Fig. 1: run 1, metal 1
Cells faint in the background.
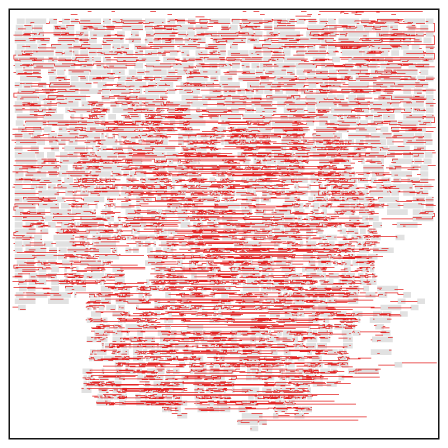
Fig. 2: run 1, the metal 2 layer
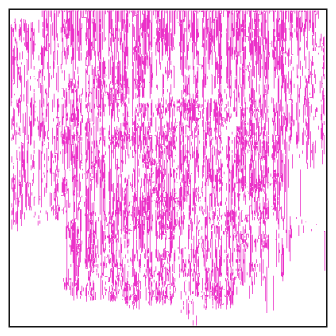
Fig. 3: run 1, metal 3
Cells faint in the background.
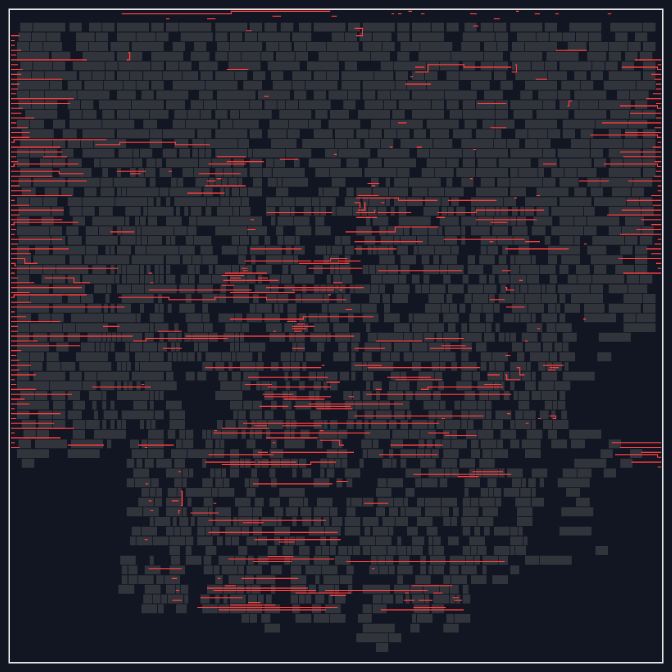
[src/rtl/riscv_v_pkg.sv]
// Shared vector-unit types: operand sizes, writeback FSM states, command bundle.
// The optional TA fill is enabled with RISCV_V_TAIL_AGNOSTIC_FILL_EN.
package riscv_v_pkg;

  localparam int RISCV_V_DATA_W         = 128;
  localparam int RISCV_V_NUM_BYTES_DATA = RISCV_V_DATA_W / 8;
  localparam int RISCV_V_VL_W           = 8;
  localparam int RISCV_V_VREG_W         = 5;

  typedef enum logic [2:0] {
    OSIZE_8   = 3'd0,
    OSIZE_16  = 3'd1,
    OSIZE_32  = 3'd2,
    OSIZE_64  = 3'd3,
    OSIZE_128 = 3'd4
  } riscv_v_osize_e;

  typedef enum logic {
    IDLE = 1'b0,
    BUSY = 1'b1
  } riscv_v_wb_state_e;

  typedef struct packed {
    logic [RISCV_V_VREG_W-1:0] vd;
    riscv_v_osize_e            osize;
    logic [3:0]                nregs;
    logic [RISCV_V_VL_W-1:0]   vl;
    logic [RISCV_V_VL_W-1:0]   vstart;
    logic                      vta;
  } riscv_v_wb_cmd_t;

endpackage

[src/rtl/riscv_v_wb_be_gen.sv]
// Byte-enable generator: classifies each byte of a beat as body/prestart/tail.
// RISCV_V_TAIL_AGNOSTIC_FILL_EN lets vta turn tail bytes into enabled writes.
module riscv_v_wb_be_gen
  import riscv_v_pkg::*;
#(
  parameter int NUM_BYTES = RISCV_V_NUM_BYTES_DATA,
  parameter int VL_W      = RISCV_V_VL_W
) (
  input  logic [2:0]           reg_idx_i,
  input  riscv_v_osize_e       osize_i,
  input  logic [VL_W-1:0]      vl_i,
  input  logic [VL_W-1:0]      vstart_i,
  input  logic                 vta_i,
  output logic [NUM_BYTES-1:0] be_o,
  output logic [NUM_BYTES-1:0] tail_o
);

  localparam int LB = $clog2(NUM_BYTES);

  logic [NUM_BYTES-1:0] body;
  int unsigned          os;
  int unsigned          e;

  always_comb begin
    body   = '0;
    tail_o = '0;
    os     = (int'(osize_i) > LB) ? LB : int'(osize_i);
    e      = 0;
    for (int b = 0; b < NUM_BYTES; b++) begin
      // element index of byte b within the whole register group
      e = (int'(reg_idx_i) << (LB - os)) + (b >> os);
      body[b]   = (e >= int'(vstart_i)) && (e < int'(vl_i));
      tail_o[b] = (e >= int'(vl_i)) && (e >= int'(vstart_i));
    end
  end

`ifdef RISCV_V_TAIL_AGNOSTIC_FILL_EN
  assign be_o = body | (tail_o & {NUM_BYTES{vta_i}});
`else
  logic vta_unused;
  assign vta_unused = vta_i;
  assign be_o = body;
`endif

endmodule

[src/rtl/riscv_v_writeback_element.sv]
// Vector writeback: ALU result beats -> byte-enabled VRF writes over an LMUL group.
// RISCV_V_TAIL_AGNOSTIC_FILL_EN enables 0xFF tail fill when vta is set.
module riscv_v_writeback_element
  import riscv_v_pkg::*;
#(
  parameter int DATA_W    = RISCV_V_DATA_W,
  parameter int NUM_BYTES = DATA_W / 8,
  parameter int VL_W      = RISCV_V_VL_W,
  parameter int VREG_W    = RISCV_V_VREG_W
) (
  input  logic                 clk,
  input  logic                 rst_n,
  input  logic                 in_valid,
  output logic                 in_ready,
  input  logic [DATA_W-1:0]    in_data,
  input  logic                 in_first,
  input  logic [VREG_W-1:0]    in_vd,
  input  logic [2:0]           in_osize,
  input  logic [3:0]           in_nregs,
  input  logic [VL_W-1:0]      in_vl,
  input  logic [VL_W-1:0]      in_vstart,
  input  logic                 in_vta,
  output logic                 vrf_wr_valid,
  input  logic                 vrf_wr_ready,
  output logic [VREG_W-1:0]    vrf_wr_addr,
  output logic [DATA_W-1:0]    vrf_wr_data,
  output logic [NUM_BYTES-1:0] vrf_wr_be,
  output logic                 done
);

  riscv_v_wb_state_e state_q, state_d;
  riscv_v_wb_cmd_t   cmd_q, cur;
  logic [2:0]        idx_q, idx_d, idx;

  logic                 first, accept, proc, last;
  logic [NUM_BYTES-1:0] be, tail, fill;
  logic [DATA_W-1:0]    wdata;

  logic                 valid_q, last_q;
  logic [VREG_W-1:0]    addr_q;
  logic [DATA_W-1:0]    data_q;
  logic [NUM_BYTES-1:0] be_q;

  // A new command only starts from IDLE; in_first is ignored mid-group.
  always_comb begin
    first = (state_q == IDLE) && in_first;
    cur   = cmd_q;
    idx   = idx_q;
    if (first) begin
      cur = '{vd: in_vd, osize: riscv_v_osize_e'(in_osize),
              nregs: in_nregs, vl: in_vl, vstart: in_vstart,
              vta: in_vta};
      idx = '0;
    end
  end

  assign accept = in_valid && in_ready;
  assign proc   = accept && ((state_q == BUSY) || first);
  assign last   = ({1'b0, idx} == (cur.nregs - 4'd1));

  riscv_v_wb_be_gen #(
    .NUM_BYTES(NUM_BYTES),
    .VL_W     (VL_W)
  ) u_be_gen (
    .reg_idx_i(idx),
    .osize_i  (cur.osize),
    .vl_i     (cur.vl),
    .vstart_i (cur.vstart),
    .vta_i    (cur.vta),
    .be_o     (be),
    .tail_o   (tail)
  );

`ifdef RISCV_V_TAIL_AGNOSTIC_FILL_EN
  assign fill = tail & {NUM_BYTES{cur.vta}};
`else
  logic tail_unused;
  assign tail_unused = ^tail;
  assign fill = '0;
`endif

  always_comb begin
    wdata = in_data;
    for (int b = 0; b < NUM_BYTES; b++) begin
      if (fill[b]) wdata[b*8 +: 8] = 8'hFF;
    end
  end

  always_ff @(posedge clk or negedge rst_n) begin
    if (!rst_n) begin
      state_q <= IDLE;
      idx_q   <= '0;
      cmd_q   <= '0;
    end else begin
      state_q <= state_d;
      idx_q   <= idx_d;
      if (proc && first) cmd_q <= cur;
    end
  end

  always_comb begin
    state_d = state_q;
    idx_d   = idx_q;
    if (proc) begin
      idx_d   = last ? 3'd0 : idx + 3'd1;
      state_d = last ? IDLE : BUSY;
    end
  end

  always_comb begin
    in_ready = !valid_q || vrf_wr_ready;
    done     = (valid_q && vrf_wr_ready && last_q)
            || (proc && !(|be) && last);
  end

  // Output slice: reload on accept, hold while stalled.
  always_ff @(posedge clk or negedge rst_n) begin
    if (!rst_n) begin
      valid_q <= 1'b0;
      last_q  <= 1'b0;
      addr_q  <= '0;
      data_q  <= '0;
      be_q    <= '0;
    end else if (accept) begin
      valid_q <= proc && (|be);
      if (proc && (|be)) begin
        last_q <= last;
        addr_q <= cur.vd + {{(VREG_W-3){1'b0}}, idx};
        data_q <= wdata;
        be_q   <= be;
      end
    end else if (vrf_wr_ready) begin
      valid_q <= 1'b0;
    end
  end

  assign vrf_wr_valid = valid_q;
  assign vrf_wr_addr  = addr_q;
  assign vrf_wr_data  = data_q;
  assign vrf_wr_be    = be_q;

endmodule
[config.mk]
export PLATFORM = sky130hd
export DESIGN_NAME = riscv_v_writeback_element
export DESIGN_NICKNAME = d
export VERILOG_FILES = /design/src/rtl/riscv_v_pkg.sv /design/src/rtl/riscv_v_wb_be_gen.sv /design/src/rtl/riscv_v_writeback_element.sv
export SDC_FILE = /design/constraint.sdc
export NUM_CORES = 1
export LEC_CHECK = 0
export ABC_CLOCK_PERIOD_IN_PS = 10200
export CORE_MARGIN = 1.5
export CORE_UTILIZATION = 49
export DETAILED_ROUTE_END_ITERATION = 10
export HOLD_SLACK_MARGIN = 0.03
export PLACE_DENSITY = 0.79
export SLEW_MARGIN = 30
export SYNTH_ARGS = -nofsm -noshare
export SYNTH_HDL_FRONTEND = slang
export SYNTH_HIERARCHICAL = 1
export SYNTH_SLANG_ARGS = --single-unit
[constraint.sdc]
create_clock -name clk -period 10.2 [get_ports clk]
set_clock_uncertainty 0.2 [all_clocks]
set_input_delay 2.04 -clock clk [delete_from_list [all_inputs] [get_ports clk]]
set_output_delay 2.04 -clock clk [all_outputs]
set_load 0.1 [all_outputs]
==> results_slide.txt <==
Flow Results at a Glance

Status
  • Status: finished clean

Cells and area
  • Multi-input gate area: 10,800 um^2
  • Antenna cells: 0
  • Final Cell Area: 20,700 um^2
  • Final core utilization: 65.4%
  • Fill count: 2,442
  • Register area: 4580 um^2
  • Area Growth Syn to Fin: 30.7%
  • Fin cells: 2,326
  • Ratio of cells with drive above 1 in the final layout: 18.5%
  • Nets: 2,372

Clocking
  • TritonCTS clock tree: built
  • Clk slew on worst S/H paths: 0.08 ns
  • Insertion Delay late pin: 0.46 ns
  • Root buf cell: clkbuf_16
  • Hold_buf cts: 0
  • CTS buffer count: 17
  • Num Clock Sinks: 183
  • H-tree depth: 4
  • CTS Buffer Depth: 2

Placed design
  • Area after DPL: 20,100 um^2
  • Post-Place Worst Slack: -0.234 ns
  • Port bufs: 312
  • GPL Wtd Cong: 0.973
  • Post-DP HPWL: 36,700 um
  • Placed cells: 2,292

Die
  • Std cell rows: 65
  • I/O pin count: 314
  • Core area: 31,700 um^2
  • DIE AREA: 33,500 um^2
  • Die H: 183 um
  • Init Core Util: 50.0%
  • Die x size: 183 um

Final timing
  • Post-layout period usage: 97.3%
  • Setup TNS: 0 ns
  • Setup violations, final: 0
  • Hold Vio Cnt, Final: 0
  • Period minus WS final: 9.93 ns
  • Final WS setup: 0.273 ns
  • Worst-margin pin slew: 1.07 ns
  • Worst slew margin: 28.6%
  • Fmax: 101 MHz
  • Max Slew Vio Count: 0

Critical path
  • CP max-delay cell: clkdlybuf4s50_1
  • CP arrival: 7.69 ns
  • Crit path largest cell delay: 0.50 ns
  • Critical path class: input port to primary output
  • Data required, critical path: 7.96 ns
  • CP dominant cell by count: ha_1
  • Top fanout value on the critical path: 5
  • CP Launch Type: input port
  • CP Capture Type: primary output

Route
  • Via/cell ratio: 5.82
  • Starting DRT DRC Count: 836
  • Wire per inst: 21.3 um
  • Post-route antenna net violation count: 0
  • Drt pass-1 iters: 6
  • Residual DRC: 0

Logic synthesis
  • Syn Inst Count: 1,518
  • Synthesized cell area: 15,900 um^2
  • Synth Warn #: 6
  • Synth Net Count: 1,979
  • Syn avg cell area: 10.5 um^2

GRT
  • First-pass GRT wire length: 76,900 um
  • GRT overflow: 0
  • Vias in the first global route: 14,012
  • Gr usage total: 29.7%
  • Largest net degree at the start of global routing: 113
  • Initial antenna violation count: 0

Job
  • Tool warning count: 52
  • MaxCap Viol Count: 0

Min path
  • Worst hold-check path type: flop to flop
## Picture notes: Fig. 1
main direction: horizontal
nets with wire on the layer: 2,195
Vias: 13,535
final WL: 49,600 um

## Picture notes: Fig. 2
main direction: vertical
nets with wire on the layer: 2,049
share of all routed wire: 48%
wire length on this layer: 23.7 mm
GR Util met2: 49.1%

## Picture notes: Fig. 3
nets with wire on the layer: 279
main direction: horizontal
share of all routed wire: 6.8%
GR Util met3: 5.98%

## run 1: metrics by stage
step           hold slack (ns)
6_report                 0.299
5_1_grt                  0.322
4_1_cts                  0.304
3_5_place_dp             0.287
3_3_place_gp             0.274
2_1_floorplan            0.264
## run 1: final cells by class
cell class              count  area share (%)
well taps                 402            2.42
clock buffers              17            2.05
flip-flops and latches    183            22.1
repair buffers            425            19.4
multi-input cells        1233            52.3
clock inverters            15           0.856
inverters                  51           0.923
## run 1: cell usage in the layout (no fill, tap or decap), types with 7 or more instances in the layout
master and count:
a21o_1 14, a21oi_1 75, a221o_1 12, a31oi_1 9
and2_1 12, and3_1 7, buf_4 107, clkbuf_16 17
clkdlybuf4s50_1 303, dfrtp_1 183, fa_1 7, ha_1 292
inv_1 45, maj3_1 7, mux2_1 10, mux2_2 64
mux2_4 99, nand2_1 117, nand2b_1 38, nand3_1 16
nand4_1 23, nor2_1 73, nor2b_1 64, nor3_1 13
o211ai_1 21, o21a_1 17, o21ai_0 76, xnor2_1 46
xor2_1 25
## run 1: repair_timing
action | in CTS | in global routing
hold endpoints to repair | 0 | 0
pin swaps | 1 | 2
endpoints found under the setup margin | 1 | 1
gates resized | 10 | 9
setup buffers | 1 | 1
cloned | 0 | 0
## run 1: registers in the layout, summed over array words and instances, names as in the netlist
register / count
idx_q: 3
vrf_wr_be: 16
vrf_wr_addr: 5
vrf_wr_valid: 1
cmd_q: 28
vrf_wr_data: 128
state_q: 1
last_q: 1
## run 1: worst max-delay path: cells and delay by family
kind / cells / cell delay [ns]
buffers and inverters: 6 / 1.09
AOI/OAI and AO/OA: 6 / 1.14
and+or+nand+nor: 11 / 1.89
adders and majority gates: 4 / 1.19
xor gates and xnor gates: 1 / 0.31
## run 1: metal layers
| layer | track usage (%) | share of wire, % |
|---|---|---|
| met5 | 0 | 0 |
| met3 | 5.98 | 6.8 |
| met1 | 37.6 | 42 |
| met2 | 49.1 | 48 |
| met4 | 12.9 | 3.8 |
## run 1: path summary, 6_finish.rpt
path	endpoint	slack (ns)	cells past startpoint	startpoint
max	done	0.27	28	in_osize[2]
min	cmd_q[25]	0.30	1	cmd_q[25]
min in group asynchronous	vrf_wr_data[99]	1.46	1	rst_n
max reg2reg	vrf_wr_be[11]	3.44	27	state_q
max in group asynchronous	vrf_wr_data[53]	7.17	2	rst_n
min reg2reg	cmd_q[25]	0.30	1	cmd_q[25]
